$ cat config.mk
export PLATFORM = sky130hd
export DESIGN_NAME = count_sequencer
export DESIGN_NICKNAME = d
export VERILOG_FILES = /design/src/rtl/count_seq_pkg.sv /design/src/rtl/edge_sync.sv /design/src/rtl/count_sequencer.sv
export SDC_FILE = /design/constraint.sdc
export NUM_CORES = 1
export LEC_CHECK = 0
export CAP_MARGIN = 15
export CORE_UTILIZATION = 39
export DETAILED_ROUTE_END_ITERATION = 6
export GPL_TIMING_DRIVEN = 0
export PLACE_DENSITY_LB_ADDON = 0.12
export RECOVER_POWER = 100
export SYNTH_ARGS = -nofsm -noshare
export SYNTH_HDL_FRONTEND = slang
export SYNTH_HIERARCHICAL = 1
export SYNTH_SLANG_ARGS = --single-unit
$ cat constraint.sdc
create_clock -name clk -period 1.94 [get_ports clk]
set_input_delay 0.485 -clock clk [delete_from_list [all_inputs] [get_ports clk]]
set_output_delay 0.485 -clock clk [all_outputs]
set_load 0.02 [all_outputs]
$ cat src/rtl/count_seq_pkg.sv
// Shared types and default sizing for the counter sequencer.
package count_seq_pkg;

  typedef enum logic [1:0] {
    ST_IDLE  = 2'd0,
    ST_RUN   = 2'd1,
    ST_PAUSE = 2'd2,
    ST_DONE  = 2'd3
  } seq_state_t;

  localparam int DEF_WIDTH      = 8;
  localparam int DEF_PRESCALE_W = 8;

endpackage

$ cat src/rtl/edge_sync.sv
// Two-flop synchroniser for an asynchronous pin followed by a rising-edge detector.
module edge_sync (
  input  logic clk,
  input  logic rst,
  input  logic pin,
  output logic pulse
);

  logic sync1, sync2, prev;

  always_ff @(posedge clk or posedge rst) begin
    if (rst) begin
      sync1 <= 1'b0;
      sync2 <= 1'b0;
      prev  <= 1'b0;
    end else begin
      sync1 <= pin;
      sync2 <= sync1;
      prev  <= sync2;
    end
  end

  assign pulse = sync2 & ~prev;

endmodule

$ cat src/rtl/count_sequencer.sv
// Sequences an external counter: command decode, prescaled ticks, terminal-count
// handling for one-shot or auto-reload operation.
module count_sequencer
  import count_seq_pkg::*;
#(
  parameter int WIDTH      = DEF_WIDTH,
  parameter int PRESCALE_W = DEF_PRESCALE_W
) (
  input  logic                  clk,
  input  logic                  rst,
  input  logic                  start,
  input  logic                  stop,
  input  logic                  step,
  input  logic                  load,
  input  logic                  dir,
  input  logic                  auto_reload,
  input  logic [WIDTH-1:0]      load_value,
  input  logic [WIDTH-1:0]      limit,
  input  logic [PRESCALE_W-1:0] prescale,
  input  logic [WIDTH-1:0]      cnt_value,
  output logic                  cnt_en,
  output logic                  cnt_up,
  output logic                  cnt_load,
  output logic [WIDTH-1:0]      cnt_load_val,
  output logic [1:0]            state,
  output logic                  busy,
  output logic                  done,
  output logic                  wrap
);

  logic start_p, stop_p, step_p, load_p;

  edge_sync u_sync_start (.clk(clk), .rst(rst), .pin(start), .pulse(start_p));
  edge_sync u_sync_stop  (.clk(clk), .rst(rst), .pin(stop),  .pulse(stop_p));
  edge_sync u_sync_step  (.clk(clk), .rst(rst), .pin(step),  .pulse(step_p));
  edge_sync u_sync_load  (.clk(clk), .rst(rst), .pin(load),  .pulse(load_p));

  seq_state_t            st_q, st_d;
  logic [PRESCALE_W-1:0] presc_q, presc_d;
  logic                  wrap_d;
  logic                  advance;
  logic [WIDTH-1:0]      restart_val;
  logic                  terminal;

  assign restart_val = dir ? '0 : limit;
  assign terminal    = dir ? (cnt_value == limit) : (cnt_value == '0);

  // Only a command that actually acts in the current state masks the lower ones.
  always_comb begin
    st_d         = st_q;
    presc_d      = presc_q;
    wrap_d       = 1'b0;
    advance      = 1'b0;
    cnt_en       = 1'b0;
    cnt_load     = 1'b0;
    cnt_load_val = restart_val;
    if (load_p) begin
      cnt_load     = 1'b1;
      cnt_load_val = load_value;
      st_d         = ST_IDLE;
      presc_d      = '0;
    end else if (stop_p && (st_q == ST_RUN || st_q == ST_PAUSE)) begin
      if (st_q == ST_RUN) begin
        st_d = ST_PAUSE;
      end else begin
        st_d    = ST_IDLE;
        presc_d = '0;
      end
    end else if (start_p && st_q != ST_RUN) begin
      st_d = ST_RUN;
      if (st_q != ST_PAUSE) presc_d = '0;
      if (st_q == ST_DONE) cnt_load = 1'b1;
    end else if (step_p && (st_q == ST_IDLE || st_q == ST_PAUSE)) begin
      advance = 1'b1;
    end else if (st_q == ST_RUN) begin
      if (presc_q == prescale) begin
        presc_d = '0;
        advance = 1'b1;
      end else begin
        presc_d = presc_q + PRESCALE_W'(1);
      end
    end

    if (advance) begin
      if (!terminal) begin
        cnt_en = 1'b1;
      end else if (auto_reload) begin
        cnt_load     = 1'b1;
        cnt_load_val = restart_val;
        wrap_d       = 1'b1;
      end else begin
        st_d = ST_DONE;
      end
    end
  end

  always_ff @(posedge clk or posedge rst) begin
    if (rst) begin
      st_q    <= ST_IDLE;
      presc_q <= '0;
      wrap    <= 1'b0;
    end else begin
      st_q    <= st_d;
      presc_q <= presc_d;
      wrap    <= wrap_d;
    end
  end

  assign state  = st_q;
  assign busy   = (st_q == ST_RUN);
  assign done   = (st_q == ST_DONE);
  assign cnt_up = dir;

endmodule

I/O pins on the die edge:
Pins as bars across the die edge, other pins in gray.
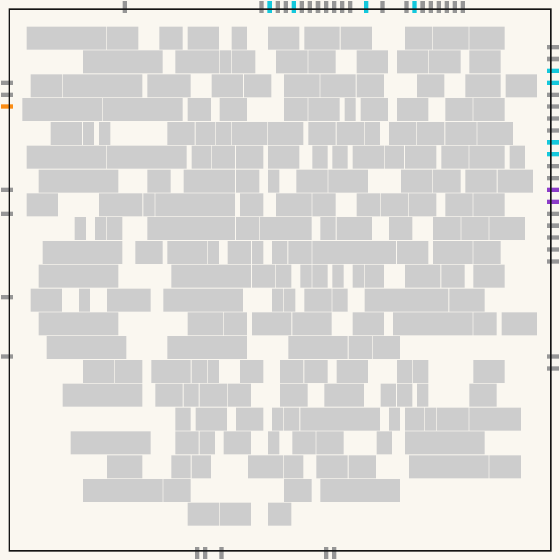
Key: rst = orange [pins 1, direction input, edge left]; limit = cyan [pins 8, direction input, edge 4 top, 4 right]; state = purple [pins 2, direction output, edge right]

Placed standard cells:
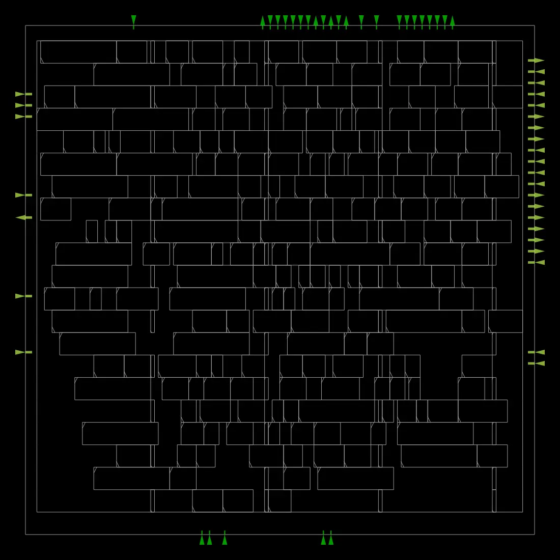
non-filler cells, final: 260
flip-flops: 23
Core Region: 3360 µm²
fill cell count: 286

==> reports/results.txt <==
Yosys aoi share - 0.203
R2R Path End - presc_q[0]
First-iteration detailed-routing DRC count - 40
Top comb family, area - AND-OR/OR-AND gates
Highest-power group - combinational logic
Number of port buffers - 55
Post_cts resized - 80
Pins Over Slew Limit - 0
Clk_lat worst skew - 0.31 ns
Die Wd - 61.7 µm
Clock network power share - 0.129
Pwr Density - 731 nW/µm²
Run status - complete, but fails checks
Clk buf depth - 2
Final TNS setup - -1.82 ns
Place WS - -1.16 ns
Clk. pwr - 217 µW
Cell breakdown of the critical path - clkdlybuf4s50_1, xnor2_1, nand4_1, o31ai_2, and4_4, a311o_1, buf_6
Layout Skew - 0.0179 ns
Total Wirelength - 3800 µm
NumNets Final - 260
Vias in the first global route - 1178
Critical Path Slowest Stage Cell - clkdlybuf4s50_1
Slew margin rel. - 0.697
CP Launch Point - limit[0]
Lkg Pwr - 1.01 nW
Switching share of total power - 0.361
Top cell type's share of synthesized area - 0.414
Basic Gates by Area - 0.185
Seq/Total Area, Yosys - 0.414
Post-Syn Nets - 178
Setup ws final - -0.616 ns
Row Count - 21
Total number of vias - 1321
Post-synth ARST share - 1.00
Critical path capture point type - primary output
Final Setup Violations - 7
Yosys stat area - 1390 µm²
Root buffer cell - clkbuf_4
Seq pwr share - 0.377
Fp util - 0.413
WL per Instance - 14.6 µm
Reg2Reg Launch Point - state[1]
Failing checks - setup timing
Tcrit/Tclk final - 1.32
Initial antenna violation count - 0
Highest clock rate - 0.391 GHz
Design Area, Final - 2310 µm²
Combinational Power Share - 0.494
Post-synth mux share - 0.0153
==> critical path, delay by kind of cell <==
kind            cells  cell delay, ns
compound gates      2            0.38
xor+xnor            1            0.16
buf+inv             2            0.64
simple gates        2            0.41
==> layer usage <==
layer  track usage  up-vias  share of wire
li1              -      635              -
met4        0.0952        0          0.019
met2         0.306       48           0.47
met1         0.281      632           0.45
met3        0.0373        6          0.061
met5             0        -              0
==> Yosys cell counts, types with 4 or more instances <==
master    n
a21oi_1   5
a22o_1   11
nor2_1    8
inv_1     8
xnor2_1  16
nor2b_4   4
ha_1      5
nand3_1   5
dfrtp_1  23
nor3_1    4
o21ai_0   4
nand2_1   8
==> area by class of cell <==
cell class	instances	area [µm²]	share of cell area
buffer	3	26.3	0.0114
clock buffer	4	26.3	0.0114
inverter	8	32.5	0.0141
multi-input combinational	99	861	0.373
sequential	23	578	0.251
tap	46	57.6	0.0249
timing repair buffer	77	726	0.315
==> placed cells by master (no fill, tap or decap), types with 2 or more instances in the layout <==
cell type | netlist | routed
dfrtp_1 | 23 | 21
nor3_1 | 4 | 4
ha_4 | 0 | 3
nor2_1 | 8 | 6
ha_1 | 5 | 2
nor2b_4 | 4 | 4
dfrtp_2 | 0 | 2
xnor2_1 | 16 | 15
buf_4 | 1 | 16
o21ai_0 | 4 | 2
nand4_2 | 2 | 2
o21bai_1 | 3 | 3
buf_6 | 1 | 16
o21ai_1 | 3 | 4
nand2_1 | 8 | 8
dlygate4sd3_1 | 0 | 6
a21oi_1 | 5 | 4
nor2_4 | 0 | 2
a22o_1 | 11 | 11
and3_1 | 2 | 2
nand3_1 | 5 | 5
clkdlybuf4s50_1 | 0 | 30
nor2b_1 | 2 | 2
clkbuf_4 | 0 | 5
dlygate4sd2_1 | 0 | 7
inv_1 | 8 | 6
clkbuf_2 | 0 | 2
Power is estimated from default activity; no workload was simulated.
